### src/rtl/pwm_pkg.sv
`default_nettype none
// =============================================================================
// Package : pwm_pkg
// Brief   : Shared defaults and envelope direction type for the breathing PWM.
// Rev     : 1.0
// =============================================================================
package pwm_pkg;

    localparam int NCH_DEF        = 4;
    localparam int WIDTH_DEF      = 6;
    localparam int DIV_DEF        = 1;
    localparam int BREATH_PER_DEF = 4;

    typedef enum logic [0:0] {
        UP   = 1'b0,
        DOWN = 1'b1
    } dir_e;

endpackage : pwm_pkg
`default_nettype wire

### src/rtl/pwm_breathe_channel.sv
`default_nettype none
// =============================================================================
// Module : pwm_breathe_channel
// Brief  : One PWM channel: period shadows, triangle envelope, scaling, compare.
// Rev    : 1.0
// =============================================================================
module pwm_breathe_channel
    import pwm_pkg::*;
#(
    parameter int WIDTH      = WIDTH_DEF,
    parameter int BREATH_PER = BREATH_PER_DEF
) (
    input  logic             clk,
    input  logic             rst_n,
    input  logic             en,
    input  logic             wrap,
    input  logic             run,
    input  logic [WIDTH-1:0] cnt,
    input  logic [WIDTH-1:0] duty,
    input  logic             breathe,
    output logic             pwm
);

    localparam logic [WIDTH-1:0]   LEVEL_MAX = '1;
    localparam logic [WIDTH-1:0]   LEVEL_ONE = WIDTH'(1);
    localparam logic [7:0]         STEP_LAST = 8'(BREATH_PER - 1);
    localparam logic [2*WIDTH-1:0] PROD_ONE  = (2*WIDTH)'(1);

    logic [WIDTH-1:0]   duty_sh;
    logic [WIDTH-1:0]   duty_sh_nx;
    logic               breathe_sh;
    logic               breathe_sh_nx;
    logic [WIDTH-1:0]   env;
    logic [WIDTH-1:0]   env_nx;
    logic [WIDTH-1:0]   env_step;
    dir_e               dir;
    dir_e               dir_nx;
    dir_e               dir_step;
    logic [7:0]         step_div;
    logic [7:0]         step_div_nx;
    logic [2*WIDTH-1:0] product;
    logic [WIDTH-1:0]   eff_duty;
    logic               pwm_nx;

    always_comb begin
        duty_sh_nx    = duty_sh;
        breathe_sh_nx = breathe_sh;
        env_nx        = env;
        dir_nx        = dir;
        step_div_nx   = step_div;

        // Direction flips as the envelope lands on an end value, so that value
        // is held for a full step interval before moving back.
        env_step = (dir == UP) ? env + LEVEL_ONE : env - LEVEL_ONE;
        dir_step = dir;
        if ((dir == UP) && (env_step == LEVEL_MAX)) begin
            dir_step = DOWN;
        end else if ((dir == DOWN) && (env_step == '0)) begin
            dir_step = UP;
        end

        if (wrap) begin
            duty_sh_nx    = duty;
            breathe_sh_nx = breathe;
            if (breathe) begin
                if (!breathe_sh) begin
                    env_nx      = '0;
                    dir_nx      = UP;
                    step_div_nx = '0;
                end else if (step_div == STEP_LAST) begin
                    step_div_nx = '0;
                    env_nx      = env_step;
                    dir_nx      = dir_step;
                end else begin
                    step_div_nx = step_div + 8'd1;
                end
            end
        end

        product  = {{WIDTH{1'b0}}, duty_sh} * ({{WIDTH{1'b0}}, env} + PROD_ONE);
        eff_duty = breathe_sh ? WIDTH'(product >> WIDTH) : duty_sh;
        pwm_nx   = run && ((eff_duty == LEVEL_MAX) || (cnt < eff_duty));
    end

    // Disable clears the shadows too, so re-enable behaves exactly like reset release.
    always_ff @(posedge clk) begin
        if (!rst_n || !en) begin
            duty_sh    <= '0;
            breathe_sh <= 1'b0;
            env        <= '0;
            dir        <= UP;
            step_div   <= '0;
            pwm        <= 1'b0;
        end else begin
            duty_sh    <= duty_sh_nx;
            breathe_sh <= breathe_sh_nx;
            env        <= env_nx;
            dir        <= dir_nx;
            step_div   <= step_div_nx;
            pwm        <= pwm_nx;
        end
    end

endmodule : pwm_breathe_channel
`default_nettype wire

### src/rtl/pwm_breathe_multi.sv
`default_nettype none
// =============================================================================
// Module : pwm_breathe_multi
// Brief  : Multi-channel PWM with shared prescaler/period counter and breathing.
// Rev    : 1.0
// =============================================================================
module pwm_breathe_multi
    import pwm_pkg::*;
#(
    parameter int NCH        = NCH_DEF,
    parameter int WIDTH      = WIDTH_DEF,
    parameter int DIV        = DIV_DEF,
    parameter int BREATH_PER = BREATH_PER_DEF
) (
    input  logic                 clk,
    input  logic                 rst_n,
    input  logic                 en_i,
    input  logic [NCH*WIDTH-1:0] duty_i,
    input  logic [NCH-1:0]       breathe_i,
    output logic [NCH-1:0]       pwm_o,
    output logic                 period_tick_o
);

    localparam logic [15:0]      DIV_LAST = 16'(DIV - 1);
    localparam logic [WIDTH-1:0] CNT_LAST = '1;
    localparam logic [WIDTH-1:0] CNT_ONE  = WIDTH'(1);

    logic [15:0]      pre_cnt;
    logic [WIDTH-1:0] cnt;
    logic             started;
    logic             tick;
    logic             wrap;

    // The first tick after enable is a wrap even though the counter sits at 0.
    assign tick = en_i && (pre_cnt == 16'd0);
    assign wrap = tick && (!started || (cnt == CNT_LAST));

    always_ff @(posedge clk) begin
        if (!rst_n || !en_i) begin
            pre_cnt       <= '0;
            cnt           <= '0;
            started       <= 1'b0;
            period_tick_o <= 1'b0;
        end else begin
            pre_cnt <= (pre_cnt == DIV_LAST) ? 16'd0 : pre_cnt + 16'd1;
            if (tick) begin
                started <= 1'b1;
                cnt     <= started ? cnt + CNT_ONE : '0;
            end
            period_tick_o <= wrap;
        end
    end

    generate
        for (genvar k = 0; k < NCH; k++) begin : g_ch
            pwm_breathe_channel #(
                .WIDTH      (WIDTH),
                .BREATH_PER (BREATH_PER)
            ) u_ch (
                .clk     (clk),
                .rst_n   (rst_n),
                .en      (en_i),
                .wrap    (wrap),
                .run     (started),
                .cnt     (cnt),
                .duty    (duty_i[k*WIDTH +: WIDTH]),
                .breathe (breathe_i[k]),
                .pwm     (pwm_o[k])
            );
        end
    endgenerate

endmodule : pwm_breathe_multi
`default_nettype wire

### config.mk
export PLATFORM = sky130hd
export DESIGN_NAME = pwm_breathe_multi
export DESIGN_NICKNAME = d
export VERILOG_FILES = /design/src/rtl/pwm_pkg.sv /design/src/rtl/pwm_breathe_channel.sv /design/src/rtl/pwm_breathe_multi.sv
export SDC_FILE = /design/constraint.sdc
export NUM_CORES = 1
export LEC_CHECK = 0
export CORE_ASPECT_RATIO = 0.7
export CORE_MARGIN = 5
export CORE_UTILIZATION = 50
export DETAILED_ROUTE_END_ITERATION = 12
export PLACE_DENSITY = 0.67
export SLEW_MARGIN = 10
export SYNTH_ARGS = -nofsm -noshare
export SYNTH_HDL_FRONTEND = slang
export SYNTH_HIERARCHICAL = 1
export SYNTH_SLANG_ARGS = --single-unit
### constraint.sdc
create_clock -name clk -period 8.5 [get_ports clk]
set_clock_uncertainty 0.2 [all_clocks]
set_input_delay 2.125 -clock clk [delete_from_list [all_inputs] [get_ports clk]]
set_output_delay 2.125 -clock clk [all_outputs]
set_load 0.03 [all_outputs]
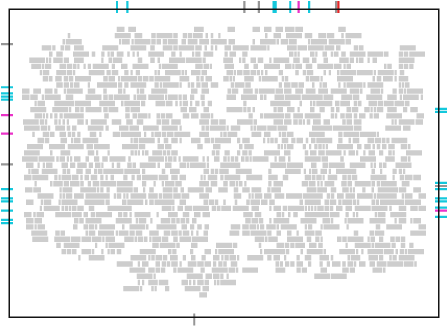
**Above:** run 1 (I/O pins on the die edge).
Pins as bars across the die edge, other pins in grey.
red -> `en_i`  # pins 1, direction input, edge top
magenta -> `breathe_i`  # pins 4, direction input, edge 2 left, 1 top, 1 right
cyan -> `duty_i`  # pins 24, direction input, edge 10 left, 8 right, 6 top

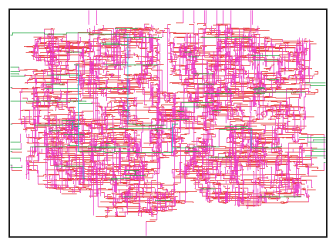
**Above:** run 1 (wiring by layer).
red -> met1  # wire length 13000 µm
green -> met3  # wire length 1120 µm
magenta -> met2  # wire length 10300 µm
cyan -> met4  # wire length 145 µm
DR WL/cell: 15.4 µm
GRT Util Overall: 19.7%
vias: 8845

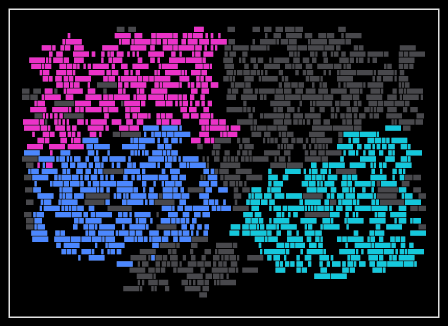
**Above:** run 1 (placement by RTL instance).
cyan -> `g_ch[1].u_ch`  # cells 281
magenta -> `g_ch[2].u_ch`  # cells 277
blue -> `g_ch[3].u_ch`  # cells 279

[run 1: cell families (layout without fill, tap and decap cells)]
kind of cell | after synthesis | in the layout | share of synthesized area, %
buffers and inverters | 119 | 159 | 4.22
AND-OR/OR-AND | 162 | 162 | 9.89
adder cells (fa/ha/maj) | 203 | 203 | 28.1
XOR/XNOR | 96 | 96 | 7.53
multiplexers | 43 | 43 | 3.85
AND/OR/NAND/NOR | 529 | 529 | 25.6
flip-flops | 116 | 116 | 20.8
[run 1: routing by layer]
layer  vias up  track usage, %
met5         -               0
met4         0            3.48
met3        17            3.93
met2       157            29.2
met1      4249            30.1
li1       4422               -
[run 1: power breakdown]
part           switching (mW)  total (mW)  internal (mW)  leakage [nW]
combinational          0.0424      0.0784         0.0360          4.09
clock                   0.261       0.756          0.495         0.297
sequential             0.0150       0.565          0.550         0.937
==> results.py, run 1 <==
# Auto-generated metrics
metrics = {
    "run_status": {
        "status": "finished, final reports clean",
    },
    "hold_path": {
        "hold_depth": 1,
    },
    "worst_setup_path": {
        "crit_end": "g_ch[1].u_ch/pwm",
        "arrival_ps": 6180,
        "end_kind": "flop",
        "crit_fanout": 12,
        "slowest_delay_ps": 610,
    },
    "timing": {
        "rsz0062_at_grt": "no",
        "post-route-min-period_ps": 6040,
    },
    "cells_and_area": {
        "regArea_um2": 2320,
        "drive_gt1_share_pct": 4.66,
        "sh_comb_area_pct": 67.7,
        "layout.nonclk_buf_share_pct": 2.96,
        "layout_top_cells": "nor2_1, ha_1, dfxtp_1",
        "dominant_cells": "combinational gates",
    },
    "synth": {
        "mappedNetlistArea_um2": 11200,
        "common_cells": "nor2_1, ha_1, dfxtp_1",
        "yosysWarnings": 6,
        "yosys.cell_count.top_type": "nor2_1",
        "ys_seq_share_pct": 20.8,
    },
    "place": {
        "place_congestion": 0.868,
        "hpwl_um": 18500,
        "place_ws_ps": 2490,
    },
    "die": {
        "fp.dieW_um": 189,
    },
    "power": {
        "powerDensity_nw_per_um2": 113,
    },
    "global_route": {
        "grt_max_degree": 20,
    },
    "routing": {
        "via_per_inst": 5.56,
        "wl_met2_um": 10300,
        "maxUsedRoutingLayer": "met4",
    },
    "cts": {
        "cts.sink_count": 116,
        "cts.clk_slew.worst_paths_ps": 60,
        "tritoncts": "yes",
    },
}
==> run 1 -> run 2 <==
Settings changed: PLACE_DENSITY 0.67 to 0.7.
Clock period 8.5 ns to 5.2 ns, I/O delays scaled along.
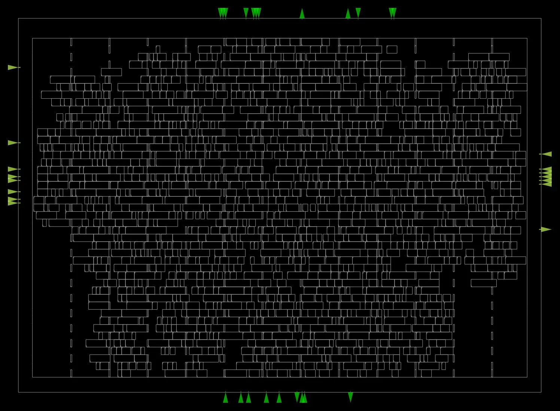
**Above:** run 2 (placed standard cells).
tap cells: 282
Flops: 116
fin util: 64.4%
Final Instance Count excl. Fillers: 1705

==> results.py, run 2 <==
# Auto-generated metrics
metrics = {
    "cts": {
        "cts.sink_count": 116,
    },
    "power": {
        "power.internal_mw": 1.57,
        "combinationalPower_mw": 0.142,
        "p_seq_share_pct": 43.0,
        "seq_cell_power_mw": 0.917,
        "swShare_pct": 26.4,
        "p_comb_share_pct": 6.7,
        "power-top-group": "the clock network",
        "switchingPower_mw": 0.565,
    },
    "synth": {
        "yosys.cell_count.top_type": "nor2_1",
        "yosysWarnings": 6,
        "fa_ha_area_share_pct": 28.1,
        "mappedNetlistArea_um2": 11200,
        "mux_share_pct": 3.85,
        "synthXorXnorAreaFrac_pct": 7.53,
        "ys_top_logic_family": "adder cells",
        "common_cells": "nor2_1, ha_1, dfxtp_1",
        "ys_seq_share_pct": 20.8,
    },
    "global_route": {
        "met3_usage_pct": 4.01,
        "grt.met1_usage_pct": 30.6,
        "grt_max_degree": 19,
        "globalRoute.busiestLayer": "met2",
        "grt_use_met2_pct": 32.3,
    },
    "routing": {
        "post_drt_wl_per_cell_um": 15.6,
        "wl_met2_um": 12000,
        "vias": 9359,
        "via_per_inst": 5.49,
    },
    "run_status": {
        "status": "finished, final reports clean",
    },
    "die": {
        "fp.dieW_um": 189,
    },
    "cells_and_area": {
        "sh_comb_area_pct": 65.5,
        "dominant_cells": "combinational gates",
        "drive_gt1_share_pct": 21.0,
        "regArea_um2": 2370,
        "layout_top_cells": "nor2_1, buf_4, ha_1",
    },
    "worst_setup_path": {
        "crit_end": "g_ch[3].u_ch/pwm",
        "arrival_ps": 5330,
        "slowest_delay_ps": 560,
        "crit_fanout": 4,
        "end_kind": "flop",
    },
    "timing": {
        "rsz0062_at_grt": "yes",
    },
    "place": {
        "place_ws_ps": -231,
    },
}
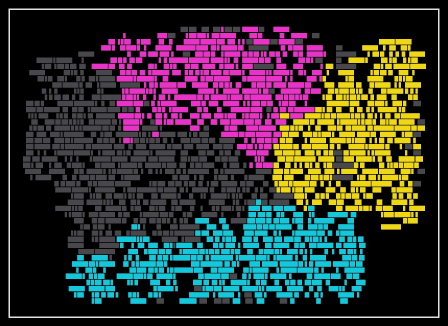
**Above:** run 2 (placement by RTL instance).
die area: 25500 µm²

## run 2: cell counts after synthesis
No cell type changed its count.
## run 2: cells by family (layout without fill, tap and decap cells)
kind of cell	count (synthesis)	in the layout
fa+ha+maj	203	203
compound gates	162	162
flops	116	116
buf+inv	119	274
simple gates	529	529
xor+xnor	96	96
mux	43	43
## run 2: worst min path at each step
stage,from,to,slack [ps],cells after the start
2_1_floorplan,pre_cnt[0],pre_cnt[0],230,1
3_3_place_gp,pre_cnt[0],pre_cnt[0],240,1
3_5_place_dp,pre_cnt[0],pre_cnt[0],240,1
4_1_cts,pre_cnt[0],pre_cnt[0],260,1
5_1_grt,pre_cnt[0],pre_cnt[0],290,1
6_report,pre_cnt[0],pre_cnt[0],250,1
No activity file was given, so power comes from the tool's default toggle rates.
